==> src/rtl/mag_tape_seq.sv <==
`default_nettype none
// +----------------------------------------------------------------------------+
// | Module   : mag_tape_seq                                                    |
// | Purpose  : Multi-drive magnetic tape motion sequencer. Decodes the DS/S/   |
// |            SU/SV/SW command lines, latches direction and unit, and walks   |
// |            the selected drive through ACCEL, RUN and DECEL phases with     |
// |            end/beginning-of-tape protection, a timed file-mark pulse and   |
// |            ready/busy/error status.                                        |
// | Options  : MAG_TAPE_REWIND_EN - adds the SU&S3 rewind command and the      |
// |            REWIND state (reverse motion until BOT, independent of DS).     |
// | Revision : 1.0 - initial release                                           |
// +----------------------------------------------------------------------------+
module mag_tape_seq #(
  parameter int NUM_DRIVES = 4,   // 1..8
  parameter int START_DLY  = 16,  // 1..65535
  parameter int STOP_DLY   = 12,  // 1..65535
  parameter int MARK_LEN   = 4,   // 1..255
  localparam int UW = (NUM_DRIVES > 1) ? $clog2(NUM_DRIVES) : 1
) (
  input  logic                  CLOCK,
  input  logic                  rst,
  input  logic                  DS,
  input  logic                  S0,
  input  logic                  S1,
  input  logic                  S3,
  input  logic                  S7,
  input  logic                  SU,
  input  logic                  SV,
  input  logic                  SW,
  input  logic [UW-1:0]         UNIT_SEL,
  input  logic [NUM_DRIVES-1:0] TAPE_BOT,
  input  logic [NUM_DRIVES-1:0] TAPE_EOT,
  output logic [NUM_DRIVES-1:0] MAG_TAPE_FWD,
  output logic [NUM_DRIVES-1:0] MAG_TAPE_REV,
  output logic                  MAG6_OUT,
  output logic                  TAPE_READY,
  output logic                  TAPE_BUSY,
  output logic                  TAPE_AT_SPEED,
  output logic                  TAPE_ERR
);

  localparam int            CW         = 16;
  localparam logic [CW-1:0] START_LOAD = CW'(START_DLY - 1);
  localparam logic [CW-1:0] STOP_LOAD  = CW'(STOP_DLY - 1);
  localparam logic [CW-1:0] MARK_LOAD  = CW'(MARK_LEN - 1);

  typedef enum logic [2:0] {
    ST_IDLE   = 3'd0,
    ST_ACCEL  = 3'd1,
    ST_RUN    = 3'd2,
    ST_DECEL  = 3'd3,
`ifdef MAG_TAPE_REWIND_EN
    ST_MARK   = 3'd4,
    ST_REWIND = 3'd5
`else
    ST_MARK   = 3'd4
`endif
  } state_t;

  // Registered state and outputs
  state_t                  state_q, state_d;
  logic [CW-1:0]           cnt_q, cnt_d;
  logic                    ds_prev_q, ds_prev_d;
  logic                    dir_fwd_q, dir_fwd_d;
  logic [NUM_DRIVES-1:0]   unit_oh_q, unit_oh_d;
  logic [NUM_DRIVES-1:0]   fwd_q, fwd_d;
  logic [NUM_DRIVES-1:0]   rev_q, rev_d;
  logic                    mark_q, mark_d;
  logic                    ready_q, ready_d;
  logic                    busy_q, busy_d;
  logic                    at_speed_q, at_speed_d;
  logic                    err_q, err_d;

  // Command decode and sensor selection
  logic                    fwd_cmd, rev_cmd, mark_cmd, rewind_cmd;
  logic                    ds_rise;
  logic [NUM_DRIVES-1:0]   sel_oh;
  logic                    sel_valid;
  logic                    acc_eot, acc_bot;
  logic                    cur_eot, cur_bot;
  logic                    limit_hit;
  logic                    is_rewind;
  logic                    motion_d;

  assign fwd_cmd  = (DS & SV & S1) | (DS & SV & S3) | (DS & SW & S0);
  assign rev_cmd  = DS & SU & S1;
  assign mark_cmd = DS & SW & S7;
  assign ds_rise  = DS & ~ds_prev_q;

`ifdef MAG_TAPE_REWIND_EN
  logic rewind_q, rewind_d;
  assign rewind_cmd = DS & SU & S3;
  assign is_rewind  = rewind_q;
`else
  assign rewind_cmd = 1'b0;
  assign is_rewind  = 1'b0;
`endif

  // One-hot decode of UNIT_SEL; codes beyond the last drive decode to zero.
  for (genvar i = 0; i < NUM_DRIVES; i++) begin : g_sel_oh
    assign sel_oh[i] = (UNIT_SEL == UW'(i));
  end

  assign sel_valid = |sel_oh;
  assign acc_eot   = |(TAPE_EOT & sel_oh);
  assign acc_bot   = |(TAPE_BOT & sel_oh);
  assign cur_eot   = |(TAPE_EOT & unit_oh_q);
  assign cur_bot   = |(TAPE_BOT & unit_oh_q);
  assign limit_hit = dir_fwd_q ? cur_eot : cur_bot;

  // Next-state, counter, latch and registered-output computation
  always_comb begin
    state_d   = state_q;
    cnt_d     = cnt_q;
    ds_prev_d = DS;
    dir_fwd_d = dir_fwd_q;
    unit_oh_d = unit_oh_q;
    err_d     = err_q;
`ifdef MAG_TAPE_REWIND_EN
    rewind_d  = rewind_q;
`endif

    case (state_q)
      ST_IDLE: begin
        // Out-of-range units are dropped without touching state or error.
        if (ds_rise && sel_valid) begin
          if (fwd_cmd || rev_cmd || rewind_cmd) begin
            if (fwd_cmd ? acc_eot : acc_bot) begin
              // Already at the limit for the requested direction.
              err_d = 1'b1;
            end else begin
              err_d     = 1'b0;
              dir_fwd_d = fwd_cmd;
              unit_oh_d = sel_oh;
              state_d   = ST_ACCEL;
              cnt_d     = START_LOAD;
`ifdef MAG_TAPE_REWIND_EN
              rewind_d  = !fwd_cmd && !rev_cmd;
`endif
            end
          end else if (mark_cmd) begin
            err_d   = 1'b0;
            state_d = ST_MARK;
            cnt_d   = MARK_LOAD;
          end
        end
      end

      ST_ACCEL: begin
        if (limit_hit) begin
          // A rewind reaching BOT is the expected end, not a fault.
          if (!is_rewind) err_d = 1'b1;
          state_d = ST_DECEL;
          cnt_d   = STOP_LOAD;
        end else if (!DS && !is_rewind) begin
          state_d = ST_DECEL;
          cnt_d   = STOP_LOAD;
        end else if (cnt_q == '0) begin
`ifdef MAG_TAPE_REWIND_EN
          state_d = is_rewind ? ST_REWIND : ST_RUN;
`else
          state_d = ST_RUN;
`endif
        end else begin
          cnt_d = cnt_q - CW'(1);
        end
      end

      ST_RUN: begin
        if (limit_hit) begin
          err_d   = 1'b1;
          state_d = ST_DECEL;
          cnt_d   = STOP_LOAD;
        end else if (!DS) begin
          state_d = ST_DECEL;
          cnt_d   = STOP_LOAD;
        end
      end

      ST_DECEL, ST_MARK: begin
        if (cnt_q == '0) begin
          state_d = ST_IDLE;
        end else begin
          cnt_d = cnt_q - CW'(1);
        end
      end

`ifdef MAG_TAPE_REWIND_EN
      ST_REWIND: begin
        if (cur_bot) begin
          state_d = ST_DECEL;
          cnt_d   = STOP_LOAD;
        end
      end
`endif

      default: begin
        state_d = ST_IDLE;
      end
    endcase

    // Outputs are derived from the next state so they change on the same
    // edge as the state register.
    motion_d = (state_d == ST_ACCEL) || (state_d == ST_RUN);
`ifdef MAG_TAPE_REWIND_EN
    motion_d = motion_d || (state_d == ST_REWIND);
`endif
    fwd_d      = (motion_d &&  dir_fwd_d) ? unit_oh_d : '0;
    rev_d      = (motion_d && !dir_fwd_d) ? unit_oh_d : '0;
    mark_d     = (state_d == ST_MARK);
    ready_d    = (state_d == ST_IDLE);
    busy_d     = motion_d || (state_d == ST_DECEL);
    at_speed_d = (state_d == ST_RUN);
  end

  // Single state/output register bank with asynchronous reset to IDLE
  always_ff @(posedge CLOCK or posedge rst) begin
    if (rst) begin
      state_q    <= ST_IDLE;
      cnt_q      <= '0;
      ds_prev_q  <= 1'b0;
      dir_fwd_q  <= 1'b0;
      unit_oh_q  <= '0;
      fwd_q      <= '0;
      rev_q      <= '0;
      mark_q     <= 1'b0;
      ready_q    <= 1'b1;
      busy_q     <= 1'b0;
      at_speed_q <= 1'b0;
      err_q      <= 1'b0;
`ifdef MAG_TAPE_REWIND_EN
      rewind_q   <= 1'b0;
`endif
    end else begin
      state_q    <= state_d;
      cnt_q      <= cnt_d;
      ds_prev_q  <= ds_prev_d;
      dir_fwd_q  <= dir_fwd_d;
      unit_oh_q  <= unit_oh_d;
      fwd_q      <= fwd_d;
      rev_q      <= rev_d;
      mark_q     <= mark_d;
      ready_q    <= ready_d;
      busy_q     <= busy_d;
      at_speed_q <= at_speed_d;
      err_q      <= err_d;
`ifdef MAG_TAPE_REWIND_EN
      rewind_q   <= rewind_d;
`endif
    end
  end

  assign MAG_TAPE_FWD  = fwd_q;
  assign MAG_TAPE_REV  = rev_q;
  assign MAG6_OUT      = mark_q;
  assign TAPE_READY    = ready_q;
  assign TAPE_BUSY     = busy_q;
  assign TAPE_AT_SPEED = at_speed_q;
  assign TAPE_ERR      = err_q;

endmodule
`default_nettype wire

==> config.mk <==
export PLATFORM = sky130hd
export DESIGN_NAME = mag_tape_seq
export DESIGN_NICKNAME = d
export VERILOG_FILES = /design/src/rtl/mag_tape_seq.sv
export SDC_FILE = /design/constraint.sdc
export NUM_CORES = 1
export LEC_CHECK = 0
export CORE_MARGIN = 2
export CORE_UTILIZATION = 50
export CTS_BUF_LIST = sky130_fd_sc_hd__clkbuf_4 sky130_fd_sc_hd__clkbuf_8
export CTS_CLUSTER_DIAMETER = 40
export DETAILED_ROUTE_END_ITERATION = 16
export PLACE_DENSITY_LB_ADDON = 0.3
export SYNTH_ARGS = -nofsm -noshare
export SYNTH_HDL_FRONTEND = slang
export SYNTH_SLANG_ARGS = --single-unit
==> constraint.sdc <==
create_clock -name CLOCK -period 3.1 [get_ports CLOCK]
set_clock_uncertainty 0.1 [all_clocks]
set_input_delay 0.62 -clock CLOCK [delete_from_list [all_inputs] [get_ports CLOCK]]
set_output_delay 0.62 -clock CLOCK [all_outputs]
set_load 0.01 [all_outputs]
Fig. 1: run 1, wire density map
Bar = 20 um. 14 x 14 tiles, from white (low) to dark blue (high), scaled to the fullest tile. Values are wire area over tile area, all layers added.
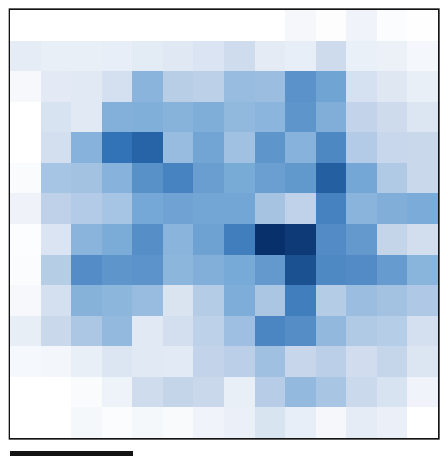
fullest tile: 0.61
mean over tiles: 0.18
emptiest ninth of the die: bottom left

Fig. 2: run 1, clock wires, drivers and flops
Bar = 20 um.
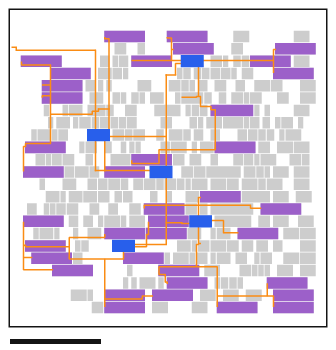
legend:
  purple:
    item: flip-flops
    count: 38
  orange:
    item: clock wires
    length: 507 um
  blue:
    item: cells driving clock nets
    count: 5
flops lie: spread over the die
routed clock nets: 6

==> impl_metrics.env, run 1 <==
# flow metrics
export IMPL_outcome="completed"
export IMPL_antenna_left=0
export IMPL_drv_slew=0
export IMPL_cp_startpoint="UNIT_SEL[0]"
export IMPL_p_comb_frac=0.490
export IMPL_synth_warnings=0
export IMPL_wl_um=5520
export IMPL_cts_root_buffer="clkbuf_8"
export IMPL_simple_gate_share=0.270
export IMPL_intPower_mw=1.32
export IMPL_rows=23
export IMPL_power_leakage_nw=1.23
export IMPL_met3_usage=0.0465
export IMPL_crit_fanout=6
export IMPL_seq_share=0.337
export IMPL_drt_iter0_markers=170
export IMPL_io_pins=33
export IMPL_timing_rr_end="cnt_q[15]$_DFFE_PP0P_"
export IMPL_final_fill_count=326
export IMPL_drv_cap=0
export IMPL_sw_frac_of_total=0.409
export IMPL_seq_area_sq_um=952
export IMPL_core_sq_mm=0.00409
export IMPL_top_cells_by_area="dfrtp_1 (43%), nor2_1 (6.4%), nor4_1 (3.8%)"
export IMPL_syn2layout_area_growth_pct=30.4
export IMPL_drc_errors=0
export IMPL_cts_resized_gates=0
export IMPL_cp_cell_sequence="clkdlybuf4s50_1 > mux4_1 > a22o_4 > or3_1 > or4b_1 > a21oi_1"
export IMPL_drive_gt1_frac=0.154
export IMPL_wl_met1_um=2470
export IMPL_finalCritPeriodShare=0.981
export IMPL_grt_pass1_wl_um=9220
export IMPL_worst_slew_pin_slew_ns=0.525
export IMPL_syn_inst=238
export IMPL_yosys_area_top_type="dfrtp_1"
export IMPL_rsz0062_at_grt="false"
export IMPL_comb_area_share=0.403
export IMPL_xor_share=0.0283
export IMPL_warning_count=26
export IMPL_syn_nets=259
export IMPL_largest_register="cnt_q"
export IMPL_critPathKind="in -> reg"
export IMPL_powerSeq_mw=0.779
export IMPL_synth_distinct_cells=51
export IMPL_ff_type="dfrtp_1"
export IMPL_diodes=0
export IMPL_postCtsHoldBufs=0
export IMPL_dr_pass1_iters=4
export IMPL_clk_latency_ns=0.29
Fig. 3: run 1, clock nets
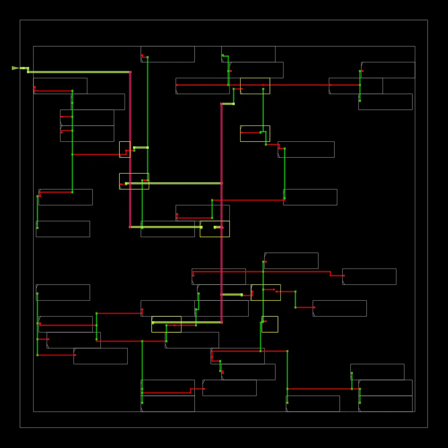
Clk. pwr: 0.366 mW
Seq cells: 38
Inserted Clock Buffers: 5
clock buffers: 7

Fig. 4: run 1, a small window of the routed layout
Region (15, 15) to (55, 55) um. Cells in grey, sequential cells in the stronger grey; small squares are vias.
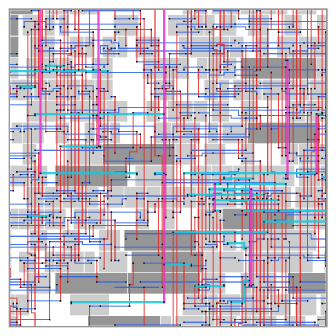
legend:
  blue:
    layer: met1
  cyan:
    layer: met3
  red:
    layer: met2
  magenta:
    layer: met4
netlist names of flops here include: `cnt_q` (4), `unit_oh_q` (2)
sequential cells in the window: 10
most frequent: buf_4 (17), nand2_1 (10)
cells with their middle in the window: 140

Fig. 5: run 1, metal 3
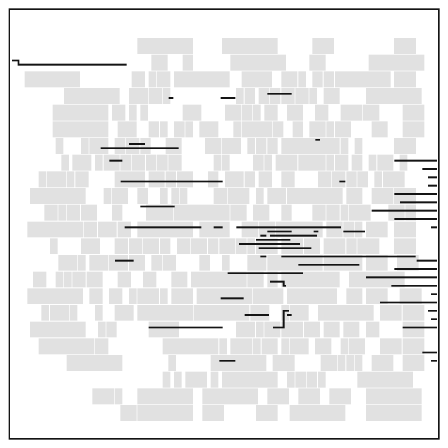

## Run 2: what changed since run 1
PLACE_DENSITY = 0.75   (was default)
PLACE_DENSITY_LB_ADDON = default   (was 0.3)
Fig. 6: run 2, metal 3
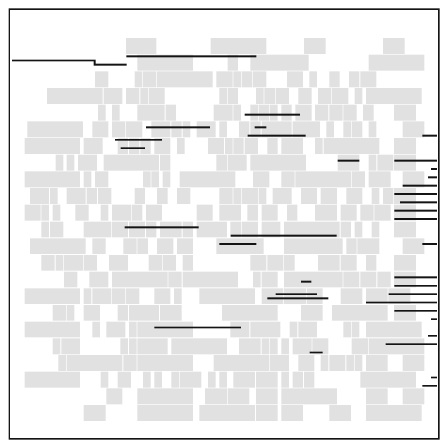
share of all routed wire: 4.6%
wire length on this layer: 247 um
nets with wire on the layer: 33

Fig. 7: run 2, clock wires, drivers and flops
Bar = 20 um.
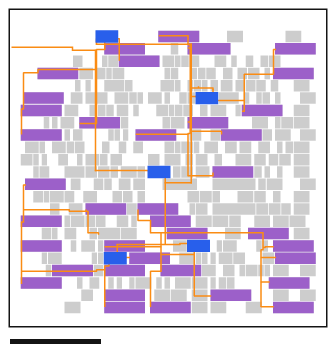
legend:
  blue:
    item: cells driving clock nets
    count: 5
  purple:
    item: flip-flops
    count: 38
  orange:
    item: clock wires
    length: 514 um
routed clock nets: 6
flops lie: spread over the die

==> impl_metrics.env, run 2 <==
# flow metrics
export IMPL_warning_count=26
export IMPL_rows=23
export IMPL_final_fill_count=337
export IMPL_p_comb_frac=0.492
export IMPL_syn_nets=259
export IMPL_grt_pass1_wl_um=8810
export IMPL_met3_usage=0.0480
export IMPL_cp_cell_sequence="clkdlybuf4s50_1 > mux4_1 > a22o_2 > or3_1 > or4b_1 > a21oi_1"
export IMPL_nFlopsAndLatches=38
export IMPL_critPathKind="in -> reg"
export IMPL_largest_register="cnt_q"
export IMPL_wl_um=5330
export IMPL_rsz0062_at_grt="false"
export IMPL_drc_errors=0
export IMPL_dr_pass1_iters=4
export IMPL_wl_met1_um=2540
export IMPL_yosys_area_top_type="dfrtp_1"
export IMPL_outcome="completed"
export IMPL_drv_cap=0
export IMPL_p_clk_mw=0.359
export IMPL_seq_area_sq_um=952
export IMPL_core_sq_mm=0.00409
export IMPL_syn_inst=238
export IMPL_powerSeq_mw=0.776
Fig. 8: run 2, wire density map
Bar = 20 um. 14 x 14 tiles, from white (low) to dark blue (high), scaled to the fullest tile. Values are wire area over tile area, all layers added.
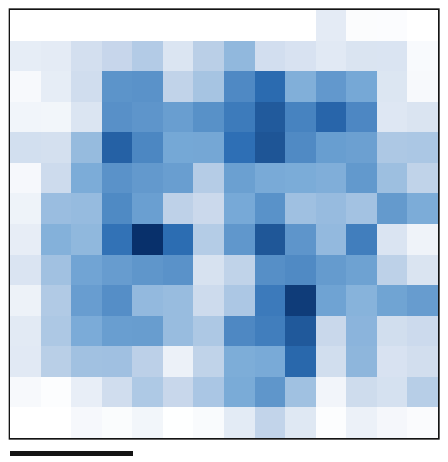

## Run 3: what changed since run 2
CTS_CLUSTER_SIZE = 20   (was default)
DONT_BUFFER_PORTS = 1   (was default)
PLACE_DENSITY = default   (was 0.75)
Fig. 9: run 3, wire density map
Bar = 20 um. 14 x 14 tiles, from white (low) to dark blue (high), scaled to the fullest tile. Values are wire area over tile area, all layers added.
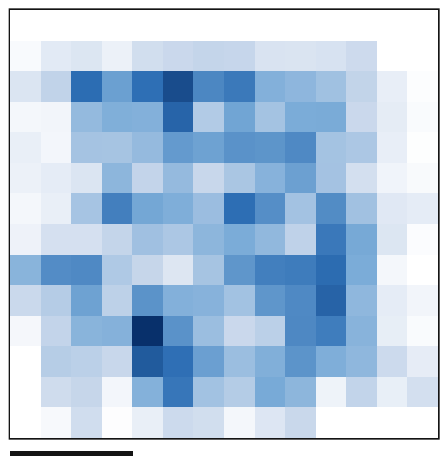
emptiest ninth of the die: top right
mean over tiles: 0.17
tiles over half the peak: 21%
nearly empty tiles: 14%
fullest tile: 0.54

==> impl_metrics.env, run 3 <==
# flow metrics
export IMPL_worst_slew_pin_slew_ns=0.637
export IMPL_xor_share=0.0283
export IMPL_cp_startpoint="state_q[2]$_DFF_PP0_"
export IMPL_largest_register="cnt_q"
export IMPL_syn_inst=238
export IMPL_antenna_left=0
export IMPL_clk_latency_ns=0.29
export IMPL_warning_count=27
export IMPL_finalCritPeriodShare=0.937
export IMPL_p_comb_frac=0.424
export IMPL_cts_buffers=5
export IMPL_powerSeq_mw=0.797
export IMPL_drv_cap=0
export IMPL_critPathKind="reg -> reg"
export IMPL_sw_frac_of_total=0.401
export IMPL_dr_pass1_iters=5
export IMPL_met3_usage=0.0523
export IMPL_top_cells_by_area="dfrtp_1 (43%), nor2_1 (6.4%), nor4_1 (3.8%)"
export IMPL_cp_cell_sequence="or4b_2 > nor4bb_1 > a22o_1 > or3_1 > nor4_1 > a2111oi_1"
export IMPL_nFlopsAndLatches=38
export IMPL_syn_nets=259
export IMPL_yosys_area_top_type="dfrtp_1"
export IMPL_outcome="completed"
export IMPL_power_leakage_nw=1.02
export IMPL_cts_resized_gates=0
export IMPL_drive_gt1_frac=0.0976
export IMPL_intPower_mw=1.35
export IMPL_io_pins=33
export IMPL_rows=23
Fig. 10: run 3, a small window of the routed layout
Region (15, 15) to (55, 55) um. Cells in grey, sequential cells in the stronger grey; small squares are vias.
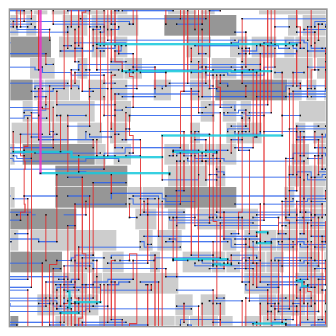
legend:
  blue:
    layer: met1
  cyan:
    layer: met3
  red:
    layer: met2
  magenta:
    layer: met4
netlist names of flops here include: `cnt_q` (4), `unit_oh_q` (3)
sequential cells in the window: 9
most frequent: nor2_1 (13), dfrtp_1 (9), nor4_1 (8)
cells with their middle in the window: 115

No activity file was given, so power comes from the tool's default toggle rates.
